## config.mk

```make
export PLATFORM = sky130hd
export DESIGN_NAME = softmax_max_sub
export DESIGN_NICKNAME = d
export VERILOG_FILES = /design/src/rtl/softmax_max_sub.sv
export SDC_FILE = /design/constraint.sdc
export NUM_CORES = 1
export LEC_CHECK = 0
export CELL_PAD_IN_SITES_DETAIL_PLACEMENT = 1
export CELL_PAD_IN_SITES_GLOBAL_PLACEMENT = 1
export CORE_MARGIN = 2
export CORE_UTILIZATION = 46
export DETAILED_ROUTE_END_ITERATION = 8
export GPL_TIMING_DRIVEN = 0
export PLACE_DENSITY = 0.85
export SYNTH_ARGS = -nofsm -noshare
export SYNTH_HDL_FRONTEND = slang
export SYNTH_SLANG_ARGS = --single-unit
export TNS_END_PERCENT = 10
```

## constraint.sdc

```tcl
create_clock -name clk -period 6.7 [get_ports clk]
set_clock_uncertainty 0.05 [all_clocks]
set_input_delay 1.675 -clock clk [delete_from_list [all_inputs] [get_ports clk]]
set_output_delay 1.675 -clock clk [all_outputs]
set_load 0.01 [all_outputs]
```

## src/rtl/softmax_max_sub.sv

```systemverilog
// softmax_max_sub: buffers one row of signed scores, tracks the row maximum,
// then hands x_i - max (clamped to X_MIN) to the exp unit one element at a time
// over the start_exp / exp_done handshake.
//
// state | meaning
// IDLE  | waiting for the first score of a row
// LOAD  | accepting the remaining scores, updating row_max
// ISSUE | x_out/out_idx freshly loaded, start_exp pulsed
// WAIT  | holding x_out until the exp unit reports exp_done
// DONE  | one-cycle row_done pulse
module softmax_max_sub #(
  parameter int ROW_LEN    = 4,
  parameter int DATA_WIDTH = 33,
  parameter int FRAC_BITS  = 16,
  parameter int X_MIN      = -(8 * (2 ** FRAC_BITS))
) (
  input  logic                         clk,
  input  logic                         rst,
  input  logic                         in_valid,
  input  logic [DATA_WIDTH-1:0]        in_data,
  output logic                         in_ready,
  output logic                         start_exp,
  output logic [DATA_WIDTH-1:0]        x_out,
  input  logic                         exp_done,
  output logic [$clog2(ROW_LEN):0]     out_idx,
  output logic [DATA_WIDTH-1:0]        row_max,
  output logic                         busy,
  output logic                         row_done
);

  localparam int IW = $clog2(ROW_LEN) + 1;
  localparam int AW = (ROW_LEN > 1) ? $clog2(ROW_LEN) : 1;
  localparam logic [IW-1:0] LAST = IW'(ROW_LEN - 1);
  localparam logic signed [DATA_WIDTH:0] X_MIN_EXT = (DATA_WIDTH + 1)'(X_MIN);

  typedef enum logic [2:0] {
    ST_IDLE  = 3'd0,
    ST_LOAD  = 3'd1,
    ST_ISSUE = 3'd2,
    ST_WAIT  = 3'd3,
    ST_DONE  = 3'd4
  } state_t;

  state_t state, state_next;

  logic [DATA_WIDTH-1:0] row_buf [ROW_LEN];
  logic [IW-1:0]         cnt;

  logic                  accept;
  logic                  last_accept;
  logic                  advance;
  logic [AW-1:0]         wr_addr;
  logic [DATA_WIDTH-1:0] max_next;
  logic [IW-1:0]         issue_idx;
  logic [DATA_WIDTH-1:0] issue_elem;
  logic [DATA_WIDTH-1:0] issue_max;
  logic signed [DATA_WIDTH:0] diff;
  logic [DATA_WIDTH-1:0] x_next;

  // Ready is forced low while reset is held, even though state is already IDLE.
  assign in_ready  = !rst && ((state == ST_IDLE) || (state == ST_LOAD));
  assign start_exp = (state == ST_ISSUE);
  assign busy      = (state == ST_ISSUE) || (state == ST_WAIT) || (state == ST_DONE);
  assign row_done  = (state == ST_DONE);

  // Accept/issue decode and the subtract-and-clamp for the element about to be issued.
  always_comb begin
    accept      = in_ready && in_valid;
    wr_addr     = (state == ST_IDLE) ? '0 : cnt[AW-1:0];

    if (state == ST_IDLE)
      max_next = in_data;
    else if ($signed(in_data) > $signed(row_max))
      max_next = in_data;
    else
      max_next = row_max;

    last_accept = accept && (((state == ST_IDLE) && (ROW_LEN == 1)) ||
                             ((state == ST_LOAD) && (cnt == LAST)));
    advance     = (state == ST_WAIT) && exp_done && (out_idx != LAST);

    // First issue of a row uses the max that already includes the element
    // being accepted on this same edge.
    issue_idx  = '0;
    issue_elem = (ROW_LEN == 1) ? in_data : row_buf[0];
    issue_max  = max_next;
    if (advance) begin
      issue_idx  = out_idx + 1'b1;
      issue_elem = row_buf[issue_idx[AW-1:0]];
      issue_max  = row_max;
    end

    // One extra bit so the difference of two extreme scores cannot wrap.
    diff   = {issue_elem[DATA_WIDTH-1], issue_elem} - {issue_max[DATA_WIDTH-1], issue_max};
    x_next = (diff < X_MIN_EXT) ? X_MIN_EXT[DATA_WIDTH-1:0] : diff[DATA_WIDTH-1:0];
  end

  // Next-state logic.
  always_comb begin
    state_next = state;
    case (state)
      ST_IDLE:  if (accept) state_next = last_accept ? ST_ISSUE : ST_LOAD;
      ST_LOAD:  if (last_accept) state_next = ST_ISSUE;
      ST_ISSUE: state_next = ST_WAIT;
      ST_WAIT:  if (exp_done) state_next = (out_idx == LAST) ? ST_DONE : ST_ISSUE;
      ST_DONE:  state_next = ST_IDLE;
      default:  state_next = ST_IDLE;
    endcase
  end

  // State register.
  always_ff @(posedge clk or posedge rst) begin
    if (rst) state <= ST_IDLE;
    else     state <= state_next;
  end

  // Row buffer write; contents deliberately survive reset.
  always_ff @(posedge clk) begin
    if (accept) row_buf[wr_addr] <= in_data;
  end

  // Element counter, running maximum and the registered exp-unit operand.
  always_ff @(posedge clk or posedge rst) begin
    if (rst) begin
      cnt     <= '0;
      row_max <= '0;
      x_out   <= '0;
      out_idx <= '0;
    end else begin
      if (accept) begin
        row_max <= max_next;
        cnt     <= (state == ST_IDLE) ? IW'(1) : cnt + 1'b1;
      end
      if (last_accept || advance) begin
        x_out   <= x_next;
        out_idx <= issue_idx;
      end
    end
  end

endmodule

```

**Run 1: close-up of the layout**

Window x 108 to 133, y 108 to 133 µm. Cells in gray, sequential cells in the stronger gray; small squares are vias.
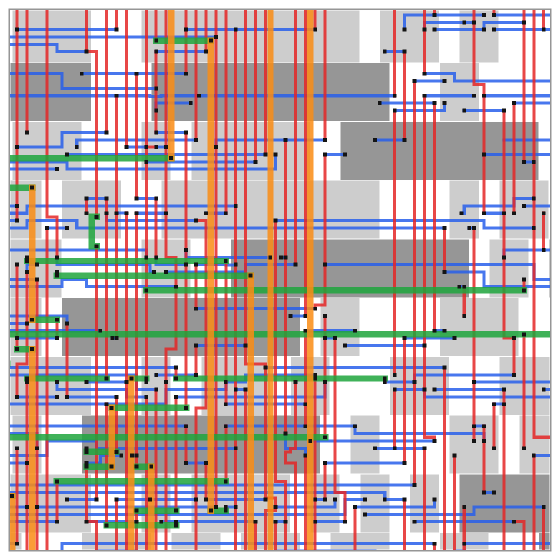
[M4] orange
[M2] red
[M3] green
[M1] blue
cells with their middle in the window: 37
netlist names of flops here include: row_buf (4), cnt (1)
most frequent: edfxtp_1 (4), nor2_1 (3), ha_1 (3)
sequential cells in the window: 5

**Run 1: track usage over the die**

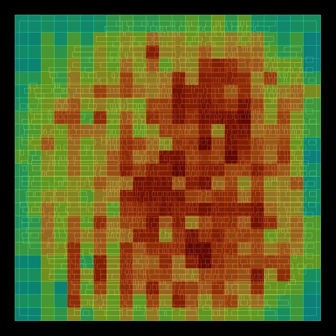
GR Util met1: 38.6%
final core utilization: 60.4%
WL/cell: 26.6 µm

==> results.json, run 1 <==
{
  "cap_violations": 0,
  "worstHoldEndpoint": "state[1]",
  "yosysSeqAreaShare_pct": 51.6,
  "post_cts_resized": 157,
  "crit_path_start_kind": "input port",
  "warning_count": 27,
  "port_buffers": 109,
  "viasPerCell": 6.29,
  "clk_latency_ns": 0.52,
  "drive_above_1_share_pct": 22.5,
  "postSynthCellCount": 1024,
  "ys_sh_mux_pct": 9.58,
  "finalSetupViolCount": 21,
  "dieArea_um2": 25900,
  "layout_setup_ws_ns": -0.328,
  "dpl.hpwl_um": 25100,
  "ys_cells": 1024,
  "die_w_um": 161,
  "startpoint": "in_data[0]",
  "ff_latch_area_um2": 5840,
  "netlist_area_um2": 11300,
  "die_y_um": 161,
  "diodes": 0,
  "comb_area_um2": 5710,
  "outcome": "finished with violations",
  "fmax_mhz": 142,
  "reg2reg_depth": 20,
  "crit_path_top_delay_cell": "o211ai_1",
  "dominant_cells": "registers",
  "drc": 0,
  "rrSetupSlack_ns": 0.11,
  "core_area_um2": 24200,
  "syn2layout_area_growth_pct": 29.3,
  "yosys.area_share.simple_pct": 10.6,
  "fin_cells": 1542,
  "worst_pin_slew_ns": 0.999,
  "synth_top_area_share_pct": 35.0,
  "firstDrtPassIters": 5,
  "fin_crit_ns": 7.03,
  "cts_buffers": 23,
  "holdWs_ns": 0.483,
  "postCtsHoldBufs": 0,
  "critPathMaxStageDelay_ns": 0.43,
  "fp_util_pct": 46.7,
  "syn_nets": 1132,
  "num-nets-final": 1310,
  "sh_comb_area_pct": 39.0,
  "r2r-end": "x_out[16]",
  "regToRegStartpoint": "out_idx[0]",
  "fa_ha_area_share_pct": 7.91,
  "met3WireLength_um": 2820,
  "failed_checks": "setup timing",
  "critPathMaxFanout": 10,
  "cts_setup_buffers": 26
}
**Run 1: where the registers sit**

Scale: 3 px per µm. Other sequential cells in the stronger gray, the rest of the logic in the fainter gray.
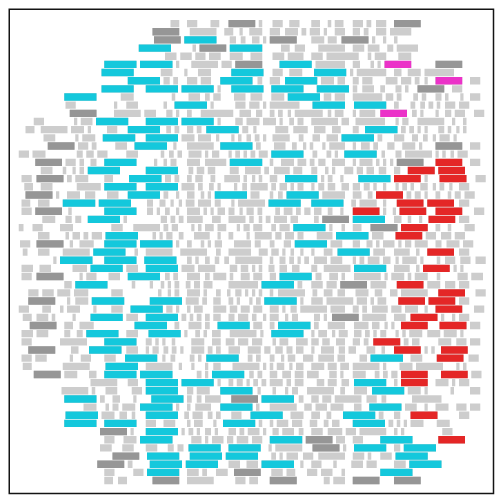
[cnt] magenta | flops: 3
[x_out] red | flops: 33
[row_buf] cyan | flops: 132

-- run 1: per-layer routing --
metal / up-vias / track usage [%]
met2: 523 / 50.9
met4: 0 / 12.1
met3: 152 / 4.11
li1: 4154 / -
met5: - / 0
met1: 4867 / 38.6
-- run 1: state kept, by name, summed over array words and instances, names as in the netlist --
signal	cells
cnt	3
row_max	33
out_idx	3
state	3
row_buf	132
x_out	33
-- run 1: per-stage QoR --
| stage | cell area, µm² | setup WS (ns) |
|---|---|---|
| floorplan | 11300 | 0.473 |
| global placement | 12800 | -1.80 |
| detailed placement | 13000 | -1.91 |
| CTS | 14400 | 0.00485 |
| global route | 14600 | -0.421 |
| finish | 14600 | -0.328 |
-- run 1: worst max-delay path, delay by kind of cell --
family,cells,cell delay (ns)
multiplexers,1,0.23
AND-OR/OR-AND,15,3.19
adder cells (fa/ha/maj),2,0.54
AND/OR/NAND/NOR,5,0.87
buffers and inverters,5,0.67
XOR/XNOR,1,0.16
-- run 1: layout by cell type, fill, tap and decap left out, drive strengths merged, types with 7 or more instances in the layout --
| cell | n |
|---|---|
| nand3 | 9 |
| mux2i | 33 |
| o21ai | 57 |
| a21oi | 93 |
| nand2b | 10 |
| a31oi | 12 |
| dlygate4sd2 | 16 |
| nor2 | 102 |
| a211oi | 20 |
| a21o | 17 |
| xor2 | 10 |
| dfrtp | 75 |
| clkbuf | 78 |
| buf | 59 |
| o22ai | 33 |
| clkdlybuf4s50 | 77 |
| ha | 70 |
| o211ai | 7 |
| xnor2 | 16 |
| nand2 | 78 |
| edfxtp | 132 |
| mux2 | 67 |
| inv | 44 |
| nand4 | 8 |
| nor3 | 16 |
==> inputs of run 2 (changes only) <==
==> constraint.sdc (replaced) <==
create_clock -name clk -period 6.7 [get_ports clk]
set_clock_uncertainty 0.05 [all_clocks]
set_input_delay 1.675 -clock clk [delete_from_list [all_inputs] [get_ports clk]]
set_output_delay 1.675 -clock clk [all_outputs]
set_load 0.02 [all_outputs]
==> run 2 against run 1 <==
Against the previous run: the flow still finishes with violations (setup timing); die size stayed put; worst setup slack did not move; cell count unchanged; highest routed layer unchanged.
==> results.json, run 2 <==
{
  "die_y_um": 161,
  "syn_nets": 1132,
  "layout_setup_ws_ns": -0.328,
  "met2_usage_pct": 50.9,
  "failed_checks": "setup timing",
  "mostFrequentLayoutCells": "edfxtp_1 (132), nor2_1 (97), clkdlybuf4s50_1 (77), nand2_1 (76), dfrtp_1 (75)",
  "ff_latch_area_um2": 5840,
  "cts_setup_buffers": 26,
  "core_area_um2": 24200,
  "largest_register": "row_buf",
  "busiest_layer": "met2",
  "outcome": "finished with violations",
  "postCtsHoldBufs": 0,
  "die_w_um": 161,
  "fin_crit_ns": 7.03,
  "critPathMaxFanout": 10,
  "top_regs": "row_buf (132), row_max (33), x_out (33)",
  "fp_util_pct": 46.7,
  "finalSetupViolCount": 21,
  "worstHoldEndpoint": "state[1]",
  "ys_cells": 1024,
  "fmax_mhz": 142,
  "post_cts_resized": 157,
  "critPathMaxStageDelay_ns": 0.43,
  "regToRegStartpoint": "out_idx[0]",
  "rrSetupSlack_ns": 0.11,
  "firstDrtPassIters": 5,
  "drive_above_1_share_pct": 22.5,
  "holdWs_ns": 0.483,
  "critPathBufInv": 5,
  "comb_area_um2": 5710,
  "reg2reg_depth": 20,
  "port_buffers": 109,
  "viasPerCell": 6.29,
  "avgRoutedWirePerCell_um": 26.6,
  "netlist_area_um2": 11300,
  "crit_path_top_delay_cell": "o211ai_1",
  "r2r-end": "x_out[16]",
  "clk_latency_ns": 0.52,
  "drc": 0,
  "crit_path_start_kind": "input port",
  "cap_violations": 0,
  "postSynthCellCount": 1024,
  "met3_usage_pct": 4.11,
  "warning_count": 27,
  "diodes": 0
}
-- run 2: cell counts in the layout (fill, tap and decap cells not counted) --
Identical to the previous run, type by type.
-- run 2: per-stage QoR --
| stage | cells | instance area (µm²) | setup TNS, ns | utilization [%] |
|---|---|---|---|---|
| final | 1542 | 14600 | -6.04 | 60.4 |
| after global routing | 1542 | 14600 | -8.68 | 60.4 |
| after CTS | 1533 | 14400 | 0 | 59.5 |
| after detailed placement | 1464 | 13000 | -58.15 | 53.6 |
| after global placement | 1457 | 12800 | -82.19 | 52.9 |
| after floorplan | 1024 | 11300 | 0 | - |
-- run 2: logic make-up after synthesis --
family	count (synthesis)	share of synthesized area [%]
buf+inv	89	3.09
mux	100	9.58
simple gates	262	10.6
flops	207	51.6
fa+ha+maj	71	7.91
compound gates	269	15.3
xor+xnor	26	2.01
-- run 2: cell type report --
| type | instances | area share [%] |
|---|---|---|
| clock inverters | 4 | 0.470 |
| flip-flops and latches | 207 | 39.9 |
| multi-input cells | 728 | 39.0 |
| plain buffers | 45 | 1.56 |
| clock buffers | 37 | 4.72 |
| well taps | 324 | 2.77 |
| repair buffers | 153 | 10.5 |
| inverters | 44 | 1.14 |
-- run 2: worst max-delay path by stage --
stage                      from   endpoint  slack [ns]  cells after the start
floorplan           in_data[18]  x_out[26]        0.47                     26
global placement     in_data[8]   x_out[7]       -1.80                     24
detailed placement   in_data[7]  x_out[18]       -1.91                     25
CTS                 in_data[10]  x_out[18]       0.005                     25
global route         in_data[0]  x_out[26]       -0.42                     29
finish               in_data[0]  x_out[26]       -0.33                     29
**Run 2: met1 routing**

Scale: 1.5 px per µm.
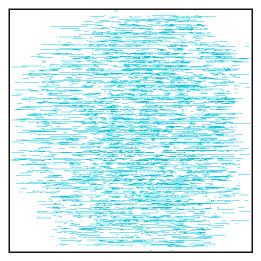
wire length on this layer: 16300 µm
main direction: horizontal
nets with wire on the layer: 1226

==> inputs of run 3 (changes only) <==
--- a/config.mk
+++ b/config.mk
@@ -9,8 +9,8 @@
 export CELL_PAD_IN_SITES_GLOBAL_PLACEMENT = 1
 export CORE_MARGIN = 2
 export CORE_UTILIZATION = 46
+export CTS_CLUSTER_DIAMETER = 100
 export DETAILED_ROUTE_END_ITERATION = 8
-export GPL_TIMING_DRIVEN = 0
 export PLACE_DENSITY = 0.85
 export SYNTH_ARGS = -nofsm -noshare
 export SYNTH_HDL_FRONTEND = slang
==> run 3 against run 2 <==
Against the previous run: the flow still finishes with violations (setup timing); critical path depth did not move; maximum frequency decreased by 1.8%; area after synthesis stayed put; hold slack worse by 0.0074 ns; highest routed layer unchanged.
==> results.json, run 3 <==
{
  "ys_cells": 1024,
  "netlist_area_um2": 11300,
  "dp.cells": 1580,
  "utilization_pct": 63.8,
  "warning_count": 28,
  "outcome": "finished with violations",
  "cap_violations": 0,
  "fin_area_um2": 15500,
  "crit_path_top_delay_cell": "o31ai_1",
  "postCtsHoldBufs": 0,
  "critPathBufInv": 5,
  "firstDrtPassIters": 5,
  "fp_util_pct": 46.7,
  "failed_checks": "setup timing",
  "finalSetupViolCount": 21,
  "top_regs": "row_buf (132), row_max (33), x_out (33)",
  "mostFrequentLayoutCells": "buf_4 (184), edfxtp_1 (132), nor2_1 (96), clkdlybuf4s50_1 (87), a21oi_1 (77)",
  "die_w_um": 161,
  "drc": 0,
  "fmax_mhz": 140,
  "crit_path_start_kind": "input port",
  "critPathMaxFanout": 10,
  "layout_setup_ws_ns": -0.454,
  "largest_register": "row_buf",
  "viasPerCell": 6.17
}
-- run 3: cell counts after synthesis --
Identical to the previous run, type by type.
-- run 3: logic make-up after synthesis --
family / after synthesis / synth area share, %
AND-OR/OR-AND: 269 / 15.3
buffers and inverters: 89 / 3.09
multiplexers: 100 / 9.58
AND/OR/NAND/NOR: 262 / 10.6
XOR/XNOR: 26 / 2.01
adder cells (fa/ha/maj): 71 / 7.91
flip-flops: 207 / 51.6
-- run 3: final timing paths --
| check | startpoint | end | slack (ns) | cells after the start |
|---|---|---|---|---|
| setup / recovery | in_data[0] | x_out[4] | -0.45 | 29 |
| hold / removal | x_out[31] | x_out[31] | 0.48 | 2 |
| setup reg to reg | row_max[1] | x_out[4] | 0.18 | 28 |
| hold reg to reg | x_out[31] | x_out[31] | 0.48 | 2 |
| max in group asynchronous | rst | x_out[32] | 3.95 | 3 |
| min in group asynchronous | rst | state[1] | 1.52 | 2 |
-- run 3: area by class of cell --
| type | count | area (µm²) |
|---|---|---|
| fill | 2468 | 8770 |
| sequential | 207 | 5840 |
| multi-input combinational | 728 | 5610 |
| timing repair buffer | 301 | 2670 |
| clock buffer | 33 | 708 |
| tap | 324 | 405 |
| inverter | 44 | 166 |
| clock inverter | 7 | 87.6 |
-- run 3: repair_timing --
| item | in CTS | in global routing |
|---|---|---|
| gates cloned | 0 | 2 |
| pin swaps | 16 | 46 |
| buffers inserted | 6 | 16 |
| endpoints found under the setup margin | 25 | 33 |
| resized | 27 | 77 |
-- run 3: per-layer routing --
metal / up-vias / global-route usage, % / routed length (µm)
met5: - / 0 / 0
met4: 0 / 11.3 / 1750
met3: 132 / 4.31 / 2950
met2: 557 / 51.7 / 22100
met1: 5116 / 36.6 / 17400
li1: 4341 / - / -
**Run 3: close-up of the layout**

Window x 108 to 133, y 108 to 133 µm. Cells in gray, sequential cells in the stronger gray; small squares are vias.
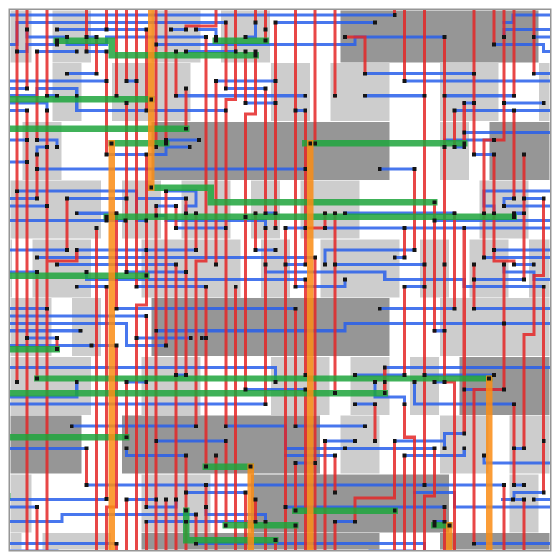
[M1] blue
[M4] orange
[M2] red
[M3] green
netlist names of flops here include: row_buf (2), x_out (2)
sequential cells in the window: 5
most frequent: nand2_1 (6), buf_4 (6), a21oi_1 (5)
cells with their middle in the window: 40

